<file path="src/rtl/mul_ctrl.sv">
`timescale 1ns / 1ps
`default_nettype none
// ============================================================================
// Module   : mul_ctrl
// Purpose  : Sequencer for a repeated-addition multiplier datapath: fetches
//            operands A and B over valid/ready, then adds A into P B times.
// Revision : 1.0 - initial release
// ============================================================================
module mul_ctrl #(
  parameter int WIDTH = 16
) (
  input  logic             clk,
  input  logic             rst_n,
  input  logic             start,
  input  logic             abort,
  input  logic             in_valid,
  input  logic [WIDTH-1:0] in_data,
  output logic             in_ready,
  input  logic             eqz,
  output logic [WIDTH-1:0] bus_data,
  output logic             LdA,
  output logic             LdB,
  output logic             LdP,
  output logic             clrP,
  output logic             decB,
  output logic             busy,
  output logic             done,
  output logic [WIDTH-1:0] iter_count
);

  typedef enum logic [2:0] {
    S_IDLE   = 3'd0,
    S_LOAD_A = 3'd1,
    S_LOAD_B = 3'd2,
    S_ADD    = 3'd3,
    S_DONE   = 3'd4
  } state_t;

  state_t           r_state;
  logic [WIDTH-1:0] r_iter_count;

  always_ff @(posedge clk or negedge rst_n) begin
    if (!rst_n) begin
      r_state      <= S_IDLE;
      r_iter_count <= '0;
    end else begin
      case (r_state)
        S_IDLE: begin
          if (start) begin
            r_state      <= S_LOAD_A;
            r_iter_count <= '0;
          end
        end
        S_LOAD_A: begin
          if (abort)         r_state <= S_IDLE;
          else if (in_valid) r_state <= S_LOAD_B;
        end
        S_LOAD_B: begin
          if (abort)         r_state <= S_IDLE;
          else if (in_valid) r_state <= S_ADD;
        end
        S_ADD: begin
          // Abort outranks eqz; iter_count is frozen at whatever was reached.
          if (abort)    r_state <= S_IDLE;
          else if (eqz) r_state <= S_DONE;
          else          r_iter_count <= r_iter_count + WIDTH'(1);
        end
        S_DONE:  r_state <= S_IDLE;
        default: r_state <= S_IDLE;
      endcase
    end
  end

  logic             w_in_ready;
  logic [WIDTH-1:0] w_bus_data;
  logic             w_lda;
  logic             w_ldb;
  logic             w_ldp;
  logic             w_clrp;
  logic             w_decb;

  always_comb begin
    w_in_ready = 1'b0;
    w_bus_data = '0;
    w_lda      = 1'b0;
    w_ldb      = 1'b0;
    w_ldp      = 1'b0;
    w_clrp     = 1'b0;
    w_decb     = 1'b0;
    case (r_state)
      S_LOAD_A: begin
        w_bus_data = in_data;
        w_in_ready = !abort;
        w_lda      = in_valid && !abort;
      end
      S_LOAD_B: begin
        w_bus_data = in_data;
        w_in_ready = !abort;
        w_ldb      = in_valid && !abort;
        w_clrp     = in_valid && !abort;
      end
      S_ADD: begin
        w_ldp  = !eqz && !abort;
        w_decb = !eqz && !abort;
      end
      default: ;
    endcase
  end

  assign in_ready   = w_in_ready;
  assign bus_data   = w_bus_data;
  assign LdA        = w_lda;
  assign LdB        = w_ldb;
  assign LdP        = w_ldp;
  assign clrP       = w_clrp;
  assign decB       = w_decb;
  assign busy       = (r_state != S_IDLE);
  assign done       = (r_state == S_DONE);
  assign iter_count = r_iter_count;

endmodule
`default_nettype wire
</file>
<file path="config.mk">
export PLATFORM = sky130hd
export DESIGN_NAME = mul_ctrl
export DESIGN_NICKNAME = d
export VERILOG_FILES = /design/src/rtl/mul_ctrl.sv
export SDC_FILE = /design/constraint.sdc
export NUM_CORES = 1
export LEC_CHECK = 0
export CORE_MARGIN = 2
export CORE_UTILIZATION = 65
export CTS_BUF_LIST = sky130_fd_sc_hd__clkbuf_4 sky130_fd_sc_hd__clkbuf_8 sky130_fd_sc_hd__clkbuf_16
export DETAILED_ROUTE_END_ITERATION = 7
export DONT_BUFFER_PORTS = 1
export PLACE_DENSITY = 0.81
export SYNTH_ARGS = -nofsm -noshare
export SYNTH_HDL_FRONTEND = slang
export SYNTH_SLANG_ARGS = --single-unit
</file>
<file path="constraint.sdc">
create_clock -name clk -period 4.95 [get_ports clk]
set_input_delay 0.7425 -clock clk [delete_from_list [all_inputs] [get_ports clk]]
set_output_delay 0.7425 -clock clk [all_outputs]
set_load 0.02 [all_outputs]
</file>
### Clock network drawn from the DEF, run 1

Bar = 10 um.
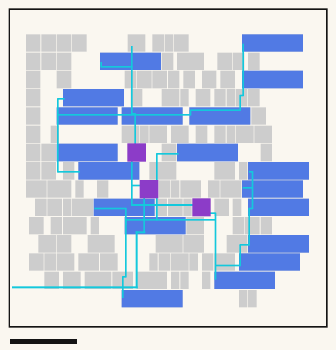
legend:
  cyan:
    item: clock wires
    length: 206 um
  purple:
    item: clock drivers
    count: 3
  blue:
    item: flip-flops
    count: 19
routed clock nets: 4

### Pin placement, run 1

Pins as bars across the die edge, other pins in gray.
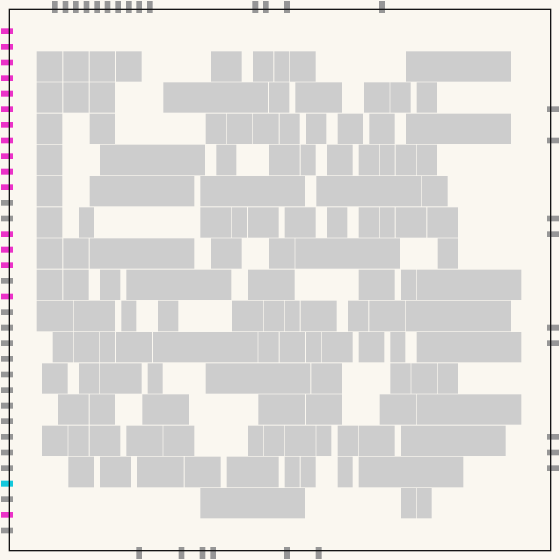
legend:
  cyan:
    port: `clk`
    pins: 1
    direction: input
    edge: left
  magenta:
    port: `in_data`
    pins: 16
    direction: input
    edge: left

### Cell density map, run 1

The die is cut into 9 by 9 equal tiles; white is low, dark blue is high, 0 to 100% covered.
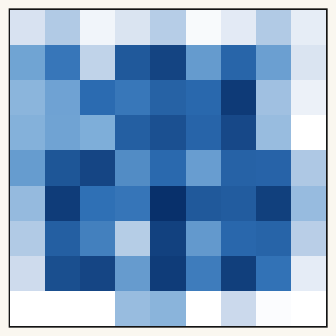
densest ninth of the die: center
mean over tiles: 53%
fullest tile: 100%
nearly empty tiles: 8.6%

==> GITHUB_STEP_SUMMARY, run 1 <==
### Yosys + OpenROAD results

| Metric | Value |
|---|---|
| Outcome | `finished clean` |
| Sequential area share after synthesis | `39.42%` |
| Antenna diode count | `0` |
| Final WL | `2.369 mm` |
| Antenna violations before repair | `0` |
| Postcts setup bufs | `0` |
| Final core occ | `70.36%` |
| Relative slew slack | `41.22%` |
| Clk tree area frac | `2.472%` |
| Critical Path Sink Type | `output port` |
| Via count | `1006` |
| Critical-path cell list | `xnor2_1, nor2_1, and2_1` |
| Top cell category | `multi-input combinational cells` |
| Post-Syn Area per Cell | `8.804 um^2` |
| Worst reg-to-reg path cell count | `4` |
| Fraction of layout cells with a size suffix above 1 | `5.303%` |
| Detailed Route Iter0 Violations | `25` |
| Highest routed layer | `met4` |
| Gr usage total | `21.38%` |
| RR Endpoint | `iter_count[15]` |
| Resize count post-CTS | `0` |
| Setup crit end | `bus_data[0]` |
| Internal Power | `0.2197 mW` |
| Switching Fraction | `35.46%` |
| CTS Buffer Depth | `2` |
| CP Data Required Time | `4.21 ns` |
| Grt met1 use | `24.70%` |
| Slew Limit Fails | `0` |
| Post-CTS Hold Buffers | `0` |
| CP Class | `reg2out` |
[run 1: state kept, by name, summed over array words and instances (netlist names)]
register	flops
r_state	3
iter_count	16
[run 1: kinds of logic after synthesis]
logic type	count (synthesis)	synth area share (%)
flip-flops	19	39.42
adder cells (fa/ha/maj)	1	1.037
AND/OR/NAND/NOR	66	31.85
multiplexers	1	0.9335
XOR/XNOR	5	3.631
buffers and inverters	15	6.535
AND-OR/OR-AND	30	16.60
[run 1: power groups by stage]
stage               sequential [mW]  combinational, mW  clock, mW
CTS                           0.168             0.0922     0.0828
detailed placement            0.171             0.0920          0
finish                        0.168             0.0913     0.0808
global placement              0.171             0.0908          0
floorplan                     0.165             0.0954          0
global route                  0.169             0.0984     0.0912
--- run 2 (diff from run 1) ---
- CORE_UTILIZATION: 65 -> 61
- PLACE_DENSITY: 0.81 -> 0.77
- clock period: 4.95 -> 2.5 ns (I/O delays scaled with it)
### Clock network drawn from the DEF, run 2

Bar = 10 um.
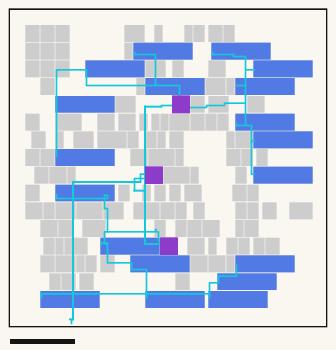
legend:
  purple:
    item: clock drivers
    count: 3
  cyan:
    item: clock wires
    length: 237 um
  blue:
    item: flip-flops
    count: 19
flops lie: spread over the die
routed clock nets: 4
P_clk: 0.158 mW
clock share of power: 23.2%
clk ins delay skew pair: 0.30 ns
Clock Skew: 0.002195 ns

### Pin placement, run 2

Pins as bars across the die edge, other pins in gray.
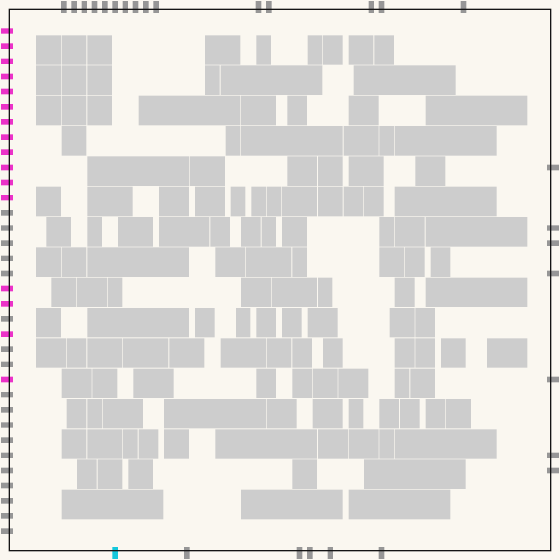
PortBufs: 0
die extent in x: 48.47 um
DIE HEIGHT: 48.47 um

### Placed standard cells, run 2

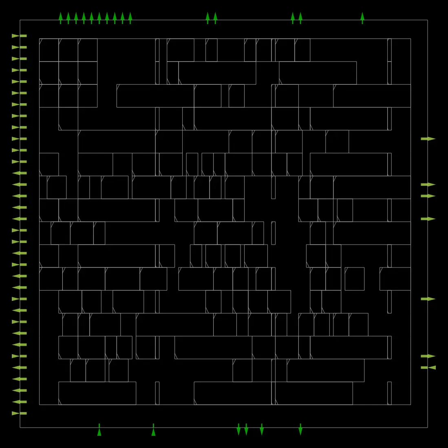
Tapcells: 27
fillers: 167
sequential portion of the cell area: 38.35%
final core occ: 64.52%

==> run 2 against run 1 <==
Effect of this change: worst hold slack worse by 0.016 ns; count of clock-buffer cells in the layout down 1; area after synthesis unchanged; highest routed layer unchanged.
==> GITHUB_STEP_SUMMARY, run 2 <==
### Yosys + OpenROAD results

| Metric | Value |
|---|---|
| Outcome | `finished clean (unchanged)` |
| Worst reg-to-reg path cell count | `4 (unchanged)` |
| Compound Share, Synth | `16.60% (unchanged)` |
| Highest routed layer | `met4 (unchanged)` |
| Final WL | `2.621 mm (was 2.369 mm)` |
| Antenna violations before repair | `0 (unchanged)` |
| CTS Buffer Depth | `2 (unchanged)` |
| CP Class | `reg2reg (was reg2out)` |
| Switching Fraction | `37.80% (was 35.46%)` |
| Setup crit end | `iter_count[15] (was bus_data[0])` |
| Adder share | `1.037% (unchanged)` |
| Fraction of layout cells with a size suffix above 1 | `6.667% (was 5.303%)` |
| Simple-Gate Area Share | `31.85% (unchanged)` |
| Clk tree area frac | `2.220% (was 2.472%)` |
| Sequential area share after synthesis | `39.42% (unchanged)` |
| Post-Syn Area per Cell | `8.804 um^2 (unchanged)` |
| Internal Power | `0.4258 mW (was 0.2197 mW)` |
| Via count | `1015 (was 1006)` |
| Area fraction in mux cells | `0.9336% (unchanged)` |
| Critical Path Sink Type | `register (was output port)` |
| Gr usage total | `23.15% (was 21.38%)` |
| CP Data Required Time | `2.73 ns (was 4.21 ns)` |
| Slew Limit Fails | `0 (unchanged)` |
| Relative slew slack | `43.11% (was 41.22%)` |
| Top power group | `sequential cells (unchanged)` |
| Max reg flops | `16 (unchanged)` |
| Critical-path cell list | `or3b_1, a2111o_1, or4_1, a21oi_1 (was xnor2_1, nor2_1, and2_1)` |
| Top cell category | `multi-input combinational cells (unchanged)` |
run 2: stage by stage:
stage / power (mW) / hold slack (ns) / std cells / cell area, um^2
2_1_floorplan: 0.5151 / 0.07941 / 137 / 1206
3_3_place_gp: 0.5230 / 0.07976 / 157 / 1202
3_5_place_dp: 0.5253 / 0.07987 / 157 / 1202
4_1_cts: 0.6870 / 0.1249 / 162 / 1240
5_1_grt: 0.7200 / 0.1171 / 162 / 1240
6_report: 0.6846 / 0.1195 / 162 / 1240
run 2: layer usage:
metal | GRT usage, % | vias to the layer above
met5 | 0 | -
met4 | 9.048 | 0
met3 | 3.704 | 5
met2 | 41.44 | 54
met1 | 27.88 | 467
li1 | - | 489
run 2: timing repair:
item / in CTS / in global routing
endpoints found under the hold margin: 19 / 0
gates resized: 0 / 0
hold buffers: 1 / 0
buffers inserted: 0 / 0
--- run 3 (diff from run 2) ---
- HOLD_SLACK_MARGIN: unset -> 0.1
### M3 wires, run 3

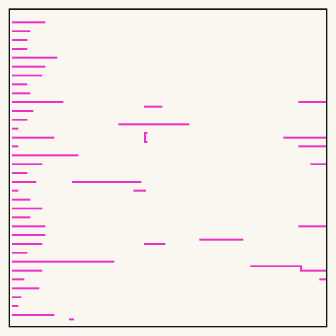
nets with wire on the layer: 44
main direction: horizontal
share of all routed wire: 7.7%

### Cell density map, run 3

The die is cut into 10 by 10 equal tiles; white is low, dark blue is high, 0 to 100% covered.
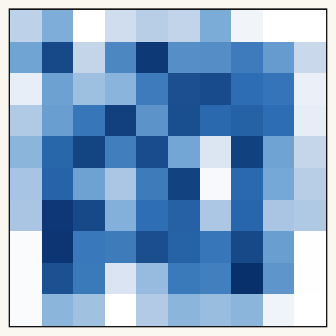
core area: 1922 um^2
Initial Utilization: 62.76%

==> run 3 against run 2 <==
Effect of this change: synthesized cell count unchanged; sequential share of layout area is the same; count of clock-buffer cells in the layout did not move; global-route usage is the same; setup slack stayed put; final cell count unchanged; routed wire length unchanged; non-clock buffer count is the same.
==> GITHUB_STEP_SUMMARY, run 3 <==
### Yosys + OpenROAD results

| Metric | Value |
|---|---|
| Outcome | `finished clean (unchanged)` |
| Top power group | `sequential cells (unchanged)` |
| Tapcells | `27 (unchanged)` |
| Via count | `1015 (unchanged)` |
| Top cell category | `multi-input combinational cells (unchanged)` |
| Internal Power | `0.4258 mW (unchanged)` |
| Comb group | `0.194 mW (about the same)` |
| Worst reg-to-reg path cell count | `4 (unchanged)` |
| Met2 Track Usage GR | `41.44% (unchanged)` |
| Setup crit end | `iter_count[15] (unchanged)` |
| Seq. pwr | `0.333 mW (about the same)` |
| Critical Path Sink Type | `register (unchanged)` |
| Max reg flops | `16 (unchanged)` |
| Sequential area share after synthesis | `39.42% (unchanged)` |
| Post-Syn Area per Cell | `8.804 um^2 (unchanged)` |
| Fin Hold WS | `0.1195 ns (unchanged)` |
| Sequential portion of the cell area | `38.35% (unchanged)` |
| Fin area | `1240 um^2 (unchanged)` |
| Fraction of layout cells with a size suffix above 1 | `6.667% (unchanged)` |
| Clk ins delay skew pair | `0.30 ns (about the same)` |
| Clock share of power | `23.2% (about the same)` |
| PortBufs | `0 (unchanged)` |
| Die extent in x | `48.47 um (unchanged)` |
| CTS Buffer Depth | `2 (unchanged)` |
| GR Layer Usage met3 | `3.704% (unchanged)` |
| Grt met1 use | `27.88% (unchanged)` |
| Post-DP Area | `1202 um^2 (unchanged)` |
| Highest routed layer | `met4 (unchanged)` |
| P_clk | `0.158 mW (about the same)` |
| Fillers | `167 (unchanged)` |
| Antenna violations before repair | `0 (unchanged)` |
| Detailed Route Iter0 Violations | `10 (unchanged)` |
| Placed Cells | `157 (unchanged)` |
| Final core occ | `64.52% (unchanged)` |
| Final WL | `2.621 mm (unchanged)` |
| Postcts setup bufs | `0 (unchanged)` |
| DIE HEIGHT | `48.47 um (unchanged)` |
| Critical-path cell list | `or3b_1, a2111o_1, or4_1, a21oi_1 (unchanged)` |
| RR Endpoint | `iter_count[15] (unchanged)` |
| CP Data Required Time | `2.73 ns (about the same)` |
| Slew Limit Fails | `0 (unchanged)` |
| Power Total | `0.6846 mW (unchanged)` |
| Relative slew slack | `43.11% (unchanged)` |
| Gr usage total | `23.15% (unchanged)` |
| GR peak layer | `met2 (unchanged)` |
| Clock Skew | `0.002195 ns (unchanged)` |
### Pin placement, run 3

Pins as bars across the die edge, other pins in gray.
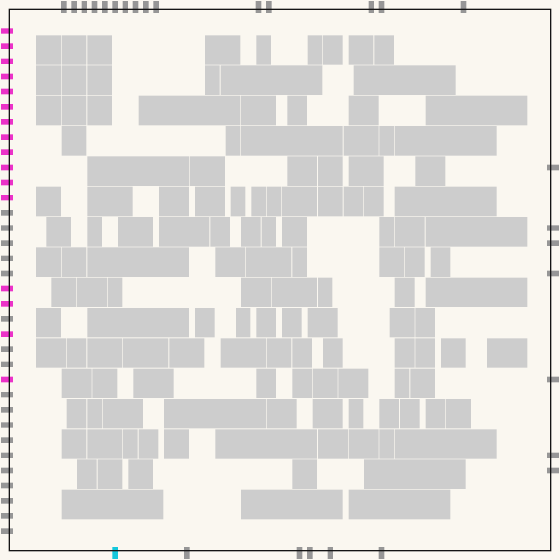
legend:
  cyan:
    port: `clk`
    pins: 1
    direction: input
    edge: bottom
  magenta:
    port: `in_data`
    pins: 16
    direction: input
    edge: left
all pins by edge: 34 left, 15 top, 7 right, 6 bottom

==> run 3: logic make-up (layout without fill, tap and decap cells) <==
kind of cell / Yosys count / after routing / share of synthesized area, %
AND/OR/NAND/NOR: 66 / 66 / 31.85
AND-OR/OR-AND: 30 / 30 / 16.60
flip-flops: 19 / 19 / 39.42
buffers and inverters: 15 / 13 / 6.535
XOR/XNOR: 5 / 5 / 3.631
adder cells (fa/ha/maj): 1 / 1 / 1.037
multiplexers: 1 / 1 / 0.9335
==> run 3: repair_timing <==
| item | in CTS | in global routing |
|---|---|---|
| endpoints found under the hold margin | 19 | 0 |
| gates resized | 0 | 0 |
| hold buffers | 1 | 0 |
==> run 3: worst max-delay path: cells and delay by family (launching register included) <==
family | cells | cell delay, ns
compound gates | 2 | 0.69
flops | 1 | 0.51
simple gates | 2 | 0.99
Power is estimated from default activity; no workload was simulated.
